### Supply network

(2 px per um) Pins as bars on the die edge.
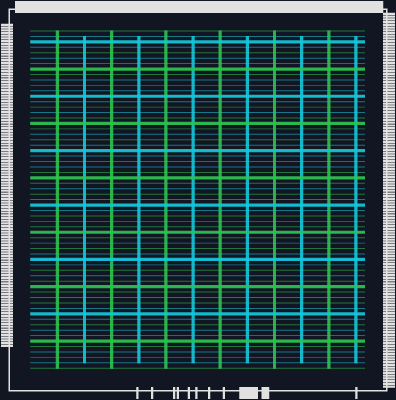
### Cells colored by class

(1.5 px per um) Fill, decap, tap and diode cells in gray.
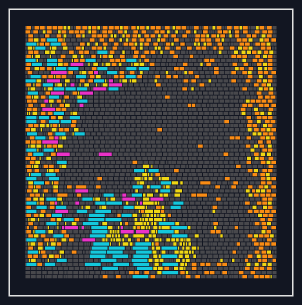
## src/rtl/lq_mem_ctrl_pkg.sv

```systemverilog
// Shared definitions for the load-queue memory-port controller:
// bus command encodings, the dummy destination register and the
// layout of one in-flight load entry.
package lq_mem_ctrl_pkg;

    localparam int LQ_DEST_W = 5;

    typedef enum logic [1:0] {
        BUS_NONE  = 2'b00,
        BUS_LOAD  = 2'b01,
        BUS_STORE = 2'b10
    } bus_cmd_e;

    localparam logic [LQ_DEST_W-1:0] DUMMY_REG = '1;

    // One tracked load: memory tag plus the register it will write.
    typedef struct packed {
        logic                 valid;
        logic [3:0]           tag;
        logic [LQ_DEST_W-1:0] dest;
    } lq_mem_entry_t;

endpackage

```

## src/rtl/lq_mem_ctrl_tag_table.sv

```systemverilog
// Table of loads accepted by memory and still waiting for data.
// Lookup by returning tag is combinational; the matching entry is freed
// at the next clock edge. New entries go into the lowest free slot, or
// overwrite a live entry carrying the same tag (flagged in simulation).
module lq_mem_ctrl_tag_table #(
    parameter int ENTRIES = 4,
    parameter int DEST_W  = 5
) (
    input  logic              i_clock,
    input  logic              i_reset,
    input  logic              i_alloc_en,
    input  logic [3:0]        i_alloc_tag,
    input  logic [DEST_W-1:0] i_alloc_dest,
    input  logic [3:0]        i_match_tag,
    output logic              o_hit,
    output logic [DEST_W-1:0] o_hit_dest,
    output logic              o_full,
    output logic [3:0]        o_count
);

    localparam int IDX_W = (ENTRIES > 1) ? $clog2(ENTRIES) : 1;

    logic [ENTRIES-1:0] r_valid;
    logic [3:0]         r_tag  [ENTRIES];
    logic [DEST_W-1:0]  r_dest [ENTRIES];
    logic [3:0]         r_count;

    logic               w_hit;
    logic [IDX_W-1:0]   w_hit_idx;
    logic               w_dup;
    logic [IDX_W-1:0]   w_dup_idx;
    logic               w_free_found;
    logic [IDX_W-1:0]   w_free_idx;
    logic [IDX_W-1:0]   w_slot;
    logic               w_wr;
    logic [ENTRIES-1:0] w_valid_nxt;
    logic [3:0]         w_count_nxt;

    // Tag lookups for completion, duplicate detection and free-slot search.
    always_comb begin
        w_hit        = 1'b0;
        w_hit_idx    = '0;
        w_dup        = 1'b0;
        w_dup_idx    = '0;
        w_free_found = 1'b0;
        w_free_idx   = '0;
        for (int i = 0; i < ENTRIES; i++) begin
            if (r_valid[i] && (i_match_tag != 4'd0) && (r_tag[i] == i_match_tag) && !w_hit) begin
                w_hit     = 1'b1;
                w_hit_idx = IDX_W'(i);
            end
            if (r_valid[i] && (r_tag[i] == i_alloc_tag) && !w_dup) begin
                w_dup     = 1'b1;
                w_dup_idx = IDX_W'(i);
            end
            if (!r_valid[i] && !w_free_found) begin
                w_free_found = 1'b1;
                w_free_idx   = IDX_W'(i);
            end
        end
    end

    // Next-state valid vector; an allocate into the slot being freed keeps it live.
    always_comb begin
        w_slot      = w_dup ? w_dup_idx : w_free_idx;
        w_wr        = i_alloc_en && (w_dup || w_free_found);
        w_valid_nxt = r_valid;
        if (w_hit)
            w_valid_nxt[w_hit_idx] = 1'b0;
        if (w_wr)
            w_valid_nxt[w_slot] = 1'b1;
        w_count_nxt = 4'd0;
        for (int i = 0; i < ENTRIES; i++)
            w_count_nxt = w_count_nxt + 4'(w_valid_nxt[i]);
    end

    // Valid bits and live count; reset flushes every entry.
    always_ff @(posedge i_clock) begin
        if (i_reset) begin
            r_valid <= '0;
            r_count <= 4'd0;
        end else begin
            r_valid <= w_valid_nxt;
            r_count <= w_count_nxt;
        end
    end

    // Entry payload; only meaningful while the matching valid bit is set.
    always_ff @(posedge i_clock) begin
        if (w_wr) begin
            r_tag[w_slot]  <= i_alloc_tag;
            r_dest[w_slot] <= i_alloc_dest;
        end
    end

`ifndef SYNTHESIS
    // Memory should never hand out a tag that is still in flight.
    always_ff @(posedge i_clock) begin
        if (!i_reset && i_alloc_en && w_dup)
            $error("lq_mem_ctrl_tag_table: tag %0d allocated while still live", i_alloc_tag);
    end
`endif

    assign o_hit      = w_hit;
    assign o_hit_dest = r_dest[w_hit_idx];
    assign o_count    = r_count;
    assign o_full     = (r_count >= 4'(ENTRIES));

endmodule

```

## src/rtl/lq_mem_ctrl.sv

```systemverilog
// Load-queue memory-port controller. Arbitrates the single proc2mem port
// between the LQ head and the retiring store, tracks accepted loads by
// memory tag and broadcasts returning data with its destination register.
// Build option LQ_MEM_CTRL_RR_EN: round-robin arbitration instead of
// store priority with the load starvation counter.
module lq_mem_ctrl
    import lq_mem_ctrl_pkg::*;
#(
    parameter int MAX_OUTSTANDING = 4,
    parameter int STARVE_LIMIT    = 8,
    parameter int DEST_W          = LQ_DEST_W
) (
    input  logic              i_clock,
    input  logic              i_reset,
    input  logic              i_lq_valid,
    input  logic [63:0]       i_lq_addr,
    input  logic [DEST_W-1:0] i_lq_dest,
    output logic              o_lq_pop,
    input  logic              i_st_valid,
    input  logic [63:0]       i_st_addr,
    input  logic [63:0]       i_st_data,
    output logic              o_st_ack,
    output logic [1:0]        o_proc2mem_command,
    output logic [63:0]       o_proc2mem_addr,
    output logic [63:0]       o_proc2mem_data,
    input  logic [3:0]        i_mem2proc_response,
    input  logic [63:0]       i_mem2proc_data,
    input  logic [3:0]        i_mem2proc_tag,
    output logic              o_ld_done_valid,
    output logic [DEST_W-1:0] o_ld_done_dest,
    output logic [63:0]       o_ld_done_data,
    output logic [3:0]        o_outstanding,
    output logic              o_lq_blocked
);

    logic              w_full;
    logic [3:0]        w_count;
    logic              w_hit;
    logic [DEST_W-1:0] w_hit_dest;
    logic              w_ld_elig;
    logic              w_st_elig;
    logic              w_grant_load;
    logic              w_grant_store;
    logic              w_accept;

    assign w_ld_elig = i_lq_valid && !w_full;
    assign w_st_elig = i_st_valid;
    assign w_accept  = (i_mem2proc_response != 4'd0) && (w_grant_load || w_grant_store);

`ifdef LQ_MEM_CTRL_RR_EN
    logic r_rr_ptr;

    // Round robin: ptr=0 prefers the store, ptr=1 prefers the load.
    always_comb begin
        w_grant_load  = w_ld_elig && (!w_st_elig || r_rr_ptr);
        w_grant_store = w_st_elig && !w_grant_load;
    end

    // Preference toggles only when memory actually takes a request.
    always_ff @(posedge i_clock) begin
        if (i_reset)
            r_rr_ptr <= 1'b0;
        else if (w_accept)
            r_rr_ptr <= ~r_rr_ptr;
    end
`else
    localparam int SC_W = $clog2(STARVE_LIMIT + 1);

    logic [SC_W-1:0] r_starve_cnt;
    logic            w_starved;

    assign w_starved = (r_starve_cnt >= SC_W'(STARVE_LIMIT));

    // Store priority, overridden once the LQ head has waited long enough.
    always_comb begin
        w_grant_load  = w_ld_elig && (!w_st_elig || w_starved);
        w_grant_store = w_st_elig && !w_grant_load;
    end

    // Count cycles an eligible load loses arbitration; clear when a load is taken.
    always_ff @(posedge i_clock) begin
        if (i_reset)
            r_starve_cnt <= '0;
        else if (w_grant_load && w_accept)
            r_starve_cnt <= '0;
        else if (w_ld_elig && !w_grant_load && (r_starve_cnt != '1))
            r_starve_cnt <= r_starve_cnt + 1'b1;
    end
`endif

    // Drive the memory port from whichever requester holds the grant.
    always_comb begin
        o_proc2mem_command = BUS_NONE;
        o_proc2mem_addr    = 64'd0;
        o_proc2mem_data    = 64'd0;
        if (w_grant_load) begin
            o_proc2mem_command = BUS_LOAD;
            o_proc2mem_addr    = i_lq_addr;
        end else if (w_grant_store) begin
            o_proc2mem_command = BUS_STORE;
            o_proc2mem_addr    = i_st_addr;
            o_proc2mem_data    = i_st_data;
        end
    end

    assign o_lq_pop      = w_grant_load && w_accept;
    assign o_st_ack      = w_grant_store && w_accept;
    assign o_lq_blocked  = i_lq_valid && w_full;
    assign o_outstanding = w_count;

    lq_mem_ctrl_tag_table #(
        .ENTRIES (MAX_OUTSTANDING),
        .DEST_W  (DEST_W)
    ) u_tag_table (
        .i_clock      (i_clock),
        .i_reset      (i_reset),
        .i_alloc_en   (o_lq_pop),
        .i_alloc_tag  (i_mem2proc_response),
        .i_alloc_dest (i_lq_dest),
        .i_match_tag  (i_mem2proc_tag),
        .o_hit        (w_hit),
        .o_hit_dest   (w_hit_dest),
        .o_full       (w_full),
        .o_count      (w_count)
    );

    // Completion broadcast, one cycle after the tag matches.
    always_ff @(posedge i_clock) begin
        if (i_reset) begin
            o_ld_done_valid <= 1'b0;
            o_ld_done_dest  <= '1;
            o_ld_done_data  <= 64'd0;
        end else begin
            o_ld_done_valid <= w_hit;
            if (w_hit) begin
                o_ld_done_dest <= w_hit_dest;
                o_ld_done_data <= i_mem2proc_data;
            end
        end
    end

endmodule

```

## config.mk

```make
export PLATFORM = sky130hd
export DESIGN_NAME = lq_mem_ctrl
export DESIGN_NICKNAME = d
export VERILOG_FILES = /design/src/rtl/lq_mem_ctrl_pkg.sv /design/src/rtl/lq_mem_ctrl_tag_table.sv /design/src/rtl/lq_mem_ctrl.sv
export SDC_FILE = /design/constraint.sdc
export NUM_CORES = 1
export LEC_CHECK = 0
export CELL_PAD_IN_SITES_DETAIL_PLACEMENT = 0
export CELL_PAD_IN_SITES_GLOBAL_PLACEMENT = 1
export CORE_AREA = 10 10 178 180
export DETAILED_ROUTE_END_ITERATION = 16
export DIE_AREA = 0 0 188 190
export PLACE_DENSITY = 0.82
export SKIP_CTS_REPAIR_TIMING = 1
export SLEW_MARGIN = 20
export SYNTH_ARGS = -nofsm -noshare
export SYNTH_HDL_FRONTEND = slang
export SYNTH_HIERARCHICAL = 1
export SYNTH_SLANG_ARGS = --single-unit
```

## constraint.sdc

```tcl
create_clock -name i_clock -period 4.04 [get_ports i_clock]
set_input_delay 0.404 -clock i_clock [delete_from_list [all_inputs] [get_ports i_clock]]
set_output_delay 0.404 -clock i_clock [all_outputs]
set_load 0.05 [all_outputs]
```

==> flow_summary.ini <==
; flow metrics
[run_status]
status = finished clean

[placement]
portBuffers = 478
placed_area_sq_um = 11140
dp.cells = 1411
routabilityCongestion = 0.9178

[global_routing]
grt_use_total_pct = 19.19
grt_use_met2_pct = 31.58
overflow = 0
grt_max_degree = 90
gr-usage-met3_pct = 9.978
grt_pass1_vias = 6491

[critical_path]
cp_data_required_time_ns = 3.64
cp_top_family = buffers and inverters
critical_path_buf_inv_count = 3
r2r-end = u_tag_table/o_count[1]
start_kind = input port
crit_path_cell_trace = clkdlybuf4s50_1 -> nand2b_4 -> o21a_4 -> buf_12 -> and2_1 -> clkdlybuf4s50_1
arrival_ns = 2.89
crit_cells = 6

[power]
powerDensity_nw_per_um2 = 322.0
pg_comb_mw = 1.06
finalPower_mw = 3.774
powerSeq_mw = 1.24
leakage_nw = 4.213
clockPowerShare_pct = 39.0
maxPowerGroup = clock

[timing]
finalHoldViolCount = 0
totalNegativeSetupSlack_ns = 0
rsz0062_at_grt = false
finalClockSkew_ns = 0.01059
maxSlewViolCount = 0
whs_ns = 0.3205
tightest_slew_ns = 0.7915
finalSetupViolations = 0

[layout]
final_cell_area_sq_um = 11720
seq_share_pct = 23.06
drive_above_1_share_pct = 7.177
stdcell_count = 1444
final_cell_mix = clkdlybuf4s50_1 (467), dfxtp_1 (81), nor2_1 (73)
nFillCells = 2768
diodes = 1
logic_area_sq_um = 3020
layout.nets = 1324
largest_reg_flops = 64
top_register = o_ld_done_data
regArea_sq_um = 2703
clockBufferCount = 18
sh_comb_area_pct = 25.77
n_all_buffers = 492
logic_gates = 411
dominant-cell-class = non-clock buffers
layout_top_cell = clkdlybuf4s50_1
final_util_pct = 41.51
clock_area_share_pct = 4.932
top_regs = o_ld_done_data x64, u_tag_table/r_dest x20, u_tag_table/r_tag x16

[yosys]
ys_seq_share_pct = 45.07
edf_count = 36
ys_ff = 117
synth_area_leader_cell = dfxtp_1
syn_inst = 582
top_cell_area_share_pct = 27.04
top_logic_kind = simple AND/OR/NAND/NOR gates
synth_area_sq_um = 5997
most_common_cell = dfxtp_1
ys_top_cells_by_area = dfxtp_1 (27%), edfxtp_1 (18%), mux2i_1 (12%), a22o_1 (9.3%), and2_1 (7.0%)
synthDistinctLibCells = 57
ys_sh_adder_pct = 1.168
ff_type = dfxtp_1
ys_cells = 582
yosys.stat.chipArea_sq_um = 5997
common_cells = dfxtp_1 (81), nor2_1 (74), mux2i_1 (71)
avgSynthCellArea_sq_um = 10.30

[floorplanning]
n_tap_cell = 384
die_height_um = 190
io_pins = 480
die_area_sq_um = 35720
core_sq_um = 28240

[routing]
wl_per_cell_um = 24.92
wl_mm = 35.98
drtIter0Drc = 466
via_per_inst = 4.384

[hold_path]
worstHoldStart = i_reset
hold_path.class = in2reg
whs_path_depth = 3

[clock_tree]
cts_tree = yes
clk_pin_slew_ns = 0.06
h-tree-depth = 4
cts_made_buffers = 17

[job]
warnings = 28
## Picture notes: 'Supply network'
- VSS: green
- VDD: cyan
- met5 straps: 12
- signal pins: 480

## Picture notes: 'Cells colored by class'
- clock drivers and dummy loads: magenta (cells 32; share of their area 5.1%)
- remaining logic cells: yellow (cells 418; share of their area 27%)
- registers: cyan (cells 117; share of their area 24%)
- remaining buffers and delay cells: orange (cells 492; share of their area 44%)

